**Cells by drive strength**

Scale bar: 20 microns.
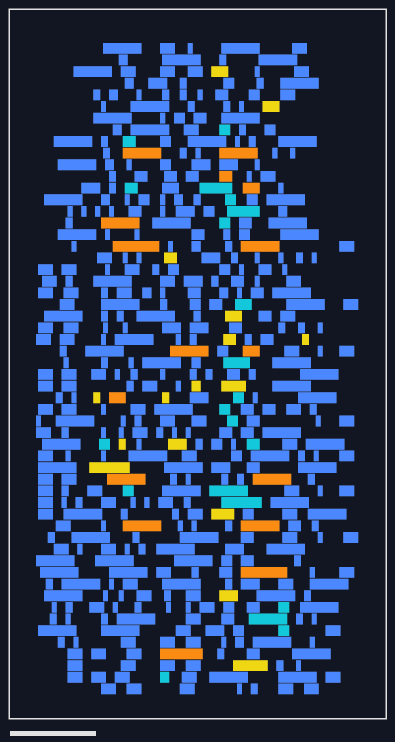
**Routed clock nets over the placement**

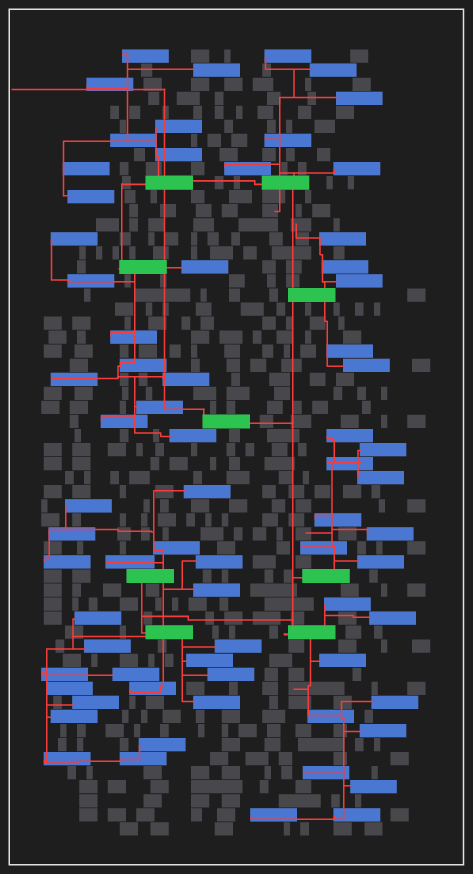
**I/O pins on the die edge**

Pins as bars across the die edge, other pins in gray.
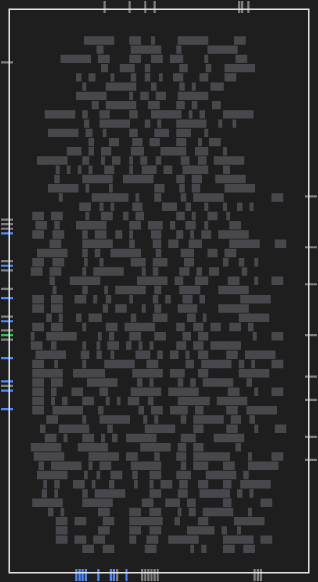
**Clock nets**

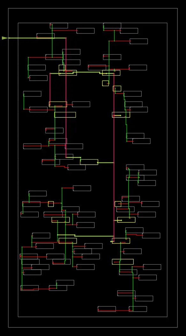
**Met4 routing**

Scale bar: 20 microns.
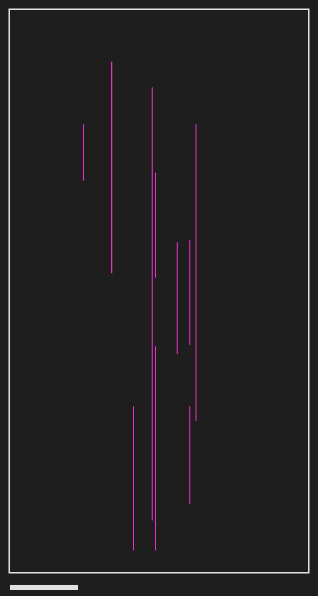
## config.mk

```make
export PLATFORM = sky130hd
export DESIGN_NAME = mul16
export DESIGN_NICKNAME = d
export VERILOG_FILES = /design/src/rtl/mul16_pkg.sv /design/src/rtl/mul16_add16.sv /design/src/rtl/mul16.sv
export SDC_FILE = /design/constraint.sdc
export NUM_CORES = 1
export LEC_CHECK = 0
export CELL_PAD_IN_SITES_DETAIL_PLACEMENT = 2
export CELL_PAD_IN_SITES_GLOBAL_PLACEMENT = 2
export CORE_ASPECT_RATIO = 2
export CORE_MARGIN = 5
export CORE_UTILIZATION = 32
export DETAILED_ROUTE_END_ITERATION = 10
export GPL_TIMING_DRIVEN = 0
export PLACE_DENSITY = 0.76
export SLEW_MARGIN = 20
export SYNTH_ARGS = -nofsm -noshare
export SYNTH_HDL_FRONTEND = slang
export SYNTH_SLANG_ARGS = --single-unit
```

## constraint.sdc

```tcl
create_clock -name clk -period 2.4 [get_ports clk]
set_input_delay 0.48 -clock clk [delete_from_list [all_inputs] [get_ports clk]]
set_output_delay 0.48 -clock clk [all_outputs]
set_load 0.005 [all_outputs]
```

## src/rtl/mul16_pkg.sv

```systemverilog
// Shared definitions for the mul16 shift-and-add multiplier: FSM state
// encodings and the number of RUN steps per multiply.
package mul16_pkg;

    typedef enum logic [1:0] {
        MUL16_IDLE = 2'd0,
        MUL16_RUN  = 2'd1,
        MUL16_DONE = 2'd2
    } mul16_state_e;

    localparam int MUL16_STEPS = 16;

    localparam logic [3:0] MUL16_LAST_COUNT = 4'(MUL16_STEPS - 1);

endpackage

```

## src/rtl/mul16_add16.sv

```systemverilog
// add16: 16-bit adder used as the mul16 accumulator adder.
// The carry-out is dropped, so all sums wrap mod 2^16.
module add16 (
    input  logic [15:0] a_i,
    input  logic [15:0] b_i,
    output logic [15:0] sum_o
);

    assign sum_o = a_i + b_i;

endmodule

```

## src/rtl/mul16.sv

```systemverilog
// mul16: sequential shift-and-add 16x16 multiplier returning (a*b) mod 2^16.
// The result is the same for unsigned and two's-complement operands.
// Optional feature macro MUL16_EARLY_EXIT_EN: leave RUN as soon as no
// multiplier bits remain, and skip RUN entirely when b == 0.
module mul16
    import mul16_pkg::*;
(
    input  logic        clk,
    input  logic        reset,
    input  logic        start,
    input  logic [15:0] a,
    input  logic [15:0] b,
    output logic        busy,
    output logic        done,
    output logic [15:0] out
);

    mul16_state_e state_q, state_d;
    logic [15:0]  mcand_q, mcand_d;
    logic [15:0]  mult_q, mult_d;
    logic [15:0]  acc_q, acc_d;
    logic [3:0]   count_q, count_d;
    logic [15:0]  out_q, out_d;
    logic [15:0]  sum;
    logic         take;
    logic         last_step;
    logic         skip_run;

    add16 u_add16 (
        .a_i   (acc_q),
        .b_i   (mcand_q),
        .sum_o (sum)
    );

    // A new operation can only be accepted while not running.
    assign take = start && (state_q != MUL16_RUN);

`ifdef MUL16_EARLY_EXIT_EN
    // Stop when the shifted multiplier has no set bits left; b == 0 never runs.
    assign last_step = (count_q == MUL16_LAST_COUNT) || ((mult_q >> 1) == 16'h0000);
    assign skip_run  = (b == 16'h0000);
`else
    assign last_step = (count_q == MUL16_LAST_COUNT);
    assign skip_run  = 1'b0;
`endif

    // State register.
    always_ff @(posedge clk or posedge reset) begin
        if (reset) begin
            state_q <= MUL16_IDLE;
        end else begin
            state_q <= state_d;
        end
    end

    // Next-state logic.
    always_comb begin
        state_d = state_q;
        case (state_q)
            MUL16_IDLE, MUL16_DONE: begin
                if (take) begin
                    state_d = skip_run ? MUL16_DONE : MUL16_RUN;
                end else begin
                    state_d = MUL16_IDLE;
                end
            end
            MUL16_RUN: begin
                if (last_step) begin
                    state_d = MUL16_DONE;
                end
            end
            default: state_d = MUL16_IDLE;
        endcase
    end

    // Outputs decoded from the current state.
    always_comb begin
        busy = (state_q == MUL16_RUN);
        done = (state_q == MUL16_DONE);
        out  = out_q;
    end

    // Datapath next-state: operand capture, one shift-and-add step per RUN cycle.
    always_comb begin
        mcand_d = mcand_q;
        mult_d  = mult_q;
        acc_d   = acc_q;
        count_d = count_q;
        out_d   = out_q;
        if (take) begin
            mcand_d = a;
            mult_d  = b;
            acc_d   = 16'h0000;
            count_d = 4'd0;
            if (skip_run) begin
                out_d = 16'h0000;
            end
        end else if (state_q == MUL16_RUN) begin
            acc_d   = mult_q[0] ? sum : acc_q;
            mcand_d = mcand_q << 1;
            mult_d  = mult_q >> 1;
            count_d = count_q + 4'd1;
            // Publish the final accumulator on the edge that enters DONE.
            if (last_step) begin
                out_d = acc_d;
            end
        end
    end

    // Datapath registers; reset clears everything, aborting any running op.
    always_ff @(posedge clk or posedge reset) begin
        if (reset) begin
            mcand_q <= 16'h0000;
            mult_q  <= 16'h0000;
            acc_q   <= 16'h0000;
            count_q <= 4'd0;
            out_q   <= 16'h0000;
        end else begin
            mcand_q <= mcand_d;
            mult_q  <= mult_d;
            acc_q   <= acc_d;
            count_q <= count_d;
            out_q   <= out_d;
        end
    end

endmodule
```

==> CHANGELOG.md <==
### Metrics

* Status: finished, final reports clean
* Comb. cell area at 2060 sq um
* Comb gates at 291
* Avg Inst Size Synth at 10.0 sq um
* CTS clock-pin slew for the worst setup and hold paths at 0.06 ns
* Longest Clk Path Bufs at 2
* Max cap viols at 0
* Final wirelength at 11900 microns
* IO Pins at 53
* Post-DP Area at 4580 sq um
* Vias at 3265
* Synth unique cells at 54
* Post_cts resized at 13
* Number of cells in the yosys synthesis report at 386
* Final hold violations at 0
* Slowest CP cell: dfrtp_2
* Critical path cell sequence: ha_4, fa_2, a21o_1, a221oi_4, o211a_4, or3_4, a31oi_1, mux2_2
* Pre-antenna DRT Iters at 4
* Final Util at 43.0%
* Critical path peak fanout at 4
* Post-synth ARST share at 100%
* Vias per inst at 5.39
* Worst r2r path cells at 8
* Power Density at 1300 nW/um^2
* NumNets Final at 508
* Register area at 1750 sq um
* Final tally of max-slew violations at 0
* Hold Path Origin: out[5]$_DFFE_PP0P_
* CP bufs+invs at 0
* Hold_buf cts at 0
* First-pass GRT wire length at 19800 microns
* Clock-cell share of area at 6.53%
* Routed length on met1 at 4420 microns
* WS Path Type: reg -> reg
* Dominant register cell: dfrtp_1
* Std-Cell Rows at 56
* Unrepaired setup endpoints after global routing: yes
* CORE AREA at 11800 sq um
* Tot GR Track Use at 18.0%
* Register area share after synthesis at 45.4%
* Critical path arrival at 2.58 ns
* Total Power Consumption at 6.58 mW
* FMAX at 0.424 GHz
* Routed len/inst at 19.7 microns
* Synthesized Nets at 438
* CTS tree: yes
* H-tree levels at 3
* WHS Endpoint: out[5]$_DFFE_PP0P_
* Crit end category: flip-flop
* Largest cell class by area: multi-input combinational cells
* Count of tool warnings at 27
* Fillers at 1280
* Post-synthesis cell count at 386
* Seq/total area at 34.7%
* Registers, synthesis at 70
* Leak at 2.27 nW
* DR iter-0 viols at 96
* Ant. Diodes at 0
* Root Buffer: clkbuf_16
* Top cell area share at 45.4%
* Top cells, area: dfrtp_1, mux2i_1, o21ai_0
* WL met3 at 333 microns
* # setup viols final at 0
* Die area at 14500 sq um
* Cell with the most instances after synthesis: dfrtp_1
* Max VDD drop at 0.000462 V
* Tcrit/Tclk final at 98.2%
* GR peak layer: met2
* Antenna Nets Post-Route at 0
* Most instantiated cells after synthesis: dfrtp_1, nand2_1, o21ai_0
* Initial antenna violation count at 0
* Combinational share of cell area at 40.8%
* Share of layout cells above drive strength 1 at 11.5%
* Worst setup endpoint: out[10]$_DFFE_PP0P_
* Synthesized area at 3860 sq um
* Worst Hold Depth at 2
* Levels on crit path at 8
* Max incr delay on CP at 0.44 ns
* Setup Fix Bufs, Post-CTS at 4
* Synth warnings at 0
* Inverters at 5
* Dominant cell type by area after synthesis: dfrtp_1
* Data buffer area share at 13.9%
* Reg2reg start: mcand_q[0]$_DFFE_PP0P_
* Yosys-reported design area after synthesis at 3860 sq um
* Crit path from: mcand_q[0]$_DFFE_PP0P_
* Number of enable flip-flop cells at 0
* Worst slew margin at 52.7%
* Largest net degree at the start of global routing at 43
* Post-DP HPWL at 9090 microns
* Tmin final at 2.36 ns
-- 'cells by drive strength' (at the start) --
_3 and _4 cells -> cyan  # cells 21, share 4.6%
_6 and larger -> orange  # cells 16, share 3.5%
_2 cells -> yellow  # cells 16, share 3.5%
_0 and _1 cells -> blue  # cells 408, share 89%
post-route cell area: 5060 sq um
post-route setup slack: 0.0437 ns
Signal buffers: 79
Syn-to-layout area delta: 31.0%

-- 'routed clock nets over the placement' (at the start) --
flip-flops -> blue  # count 70
clock drivers -> green  # count 9
clock wires -> red  # length 1030 microns
flops lie = spread over the die
routed clock nets = 10
clk pwr: 1.47 mW
Clock Skews: 0.00784 ns
clk_lat worst skew: 0.34 ns
Clk network pwr share: 22.4%

-- 'I/O pins on the die edge' (at the start) --
start -> green  # pins 1, direction input, edge left
b -> blue  # pins 16, direction input, edge 8 left, 8 bottom
die width: 87.7 microns
Port Buf Inserts: 51

-- 'clock nets' (at the start) --
total CTS buffers: 9
Sink Count: 70
flop count: 70
CLK BUF: 9

-- 'met4 routing' (at the start) --
wire length on this layer = 517 microns
main direction = vertical
longest straight run = 127 microns
nets with wire on the layer = 8
share of all routed wire = 4.3%

## kinds of logic (layout without fill, tap and decap cells)
kind of cell | count (synthesis) | after routing | share of synthesized area, %
XOR/XNOR | 12 | 12 | 2.72
adder cells (fa/ha/maj) | 17 | 17 | 5.70
multiplexers | 46 | 46 | 12.0
AND/OR/NAND/NOR | 101 | 101 | 12.0
AND-OR/OR-AND | 115 | 115 | 19.0
flip-flops | 70 | 70 | 45.4
buffers and inverters | 25 | 100 | 3.24
## where the power goes
| part | switching [mW] | total [mW] | internal, mW |
|---|---|---|---|
| logic | 1.69 | 3.05 | 1.36 |
| registers | 0.405 | 2.06 | 1.65 |
| clock network | 0.547 | 1.47 | 0.924 |
## cells in the final DEF (no fill, tap or decap), types with 2 or more instances in the layout
master,count
a21o_1,6
a21oi_1,14
a22o_1,11
a31oi_1,4
and3_1,2
and3b_1,2
and4_1,3
buf_1,2
buf_2,3
buf_4,9
buf_6,2
bufinv_16,2
clkbuf_1,9
clkbuf_16,9
clkdlybuf4s50_1,51
clkinv_4,3
dfrtp_1,69
ha_1,13
ha_4,2
inv_1,2
mux2_2,2
mux2i_1,44
nand2_1,64
nand3_1,2
nand3b_1,3
nand4_1,2
nor2_1,11
nor2b_1,2
nor3_1,2
nor3b_1,2
o211ai_1,5
o21ai_0,51
o21ai_1,7
o31ai_4,2
xnor2_1,10
## flip-flops by register name, indices dropped and copies added, names as in the netlist
signal and count:
mcand_q 16, count_q 4, state_q 2, mult_q 16, out 16, acc_q 16
## per-stage QoR
stage	std cells	hold WS, ns	setup TNS, ns
2_1_floorplan	386	0.444	0
3_3_place_gp	582	0.460	-85.92
3_5_place_dp	583	0.477	-1.24
4_1_cts	602	0.490	0
5_1_grt	606	0.519	-0.0882
6_report	606	0.481	0
Power and IR drop assume default switching activity.
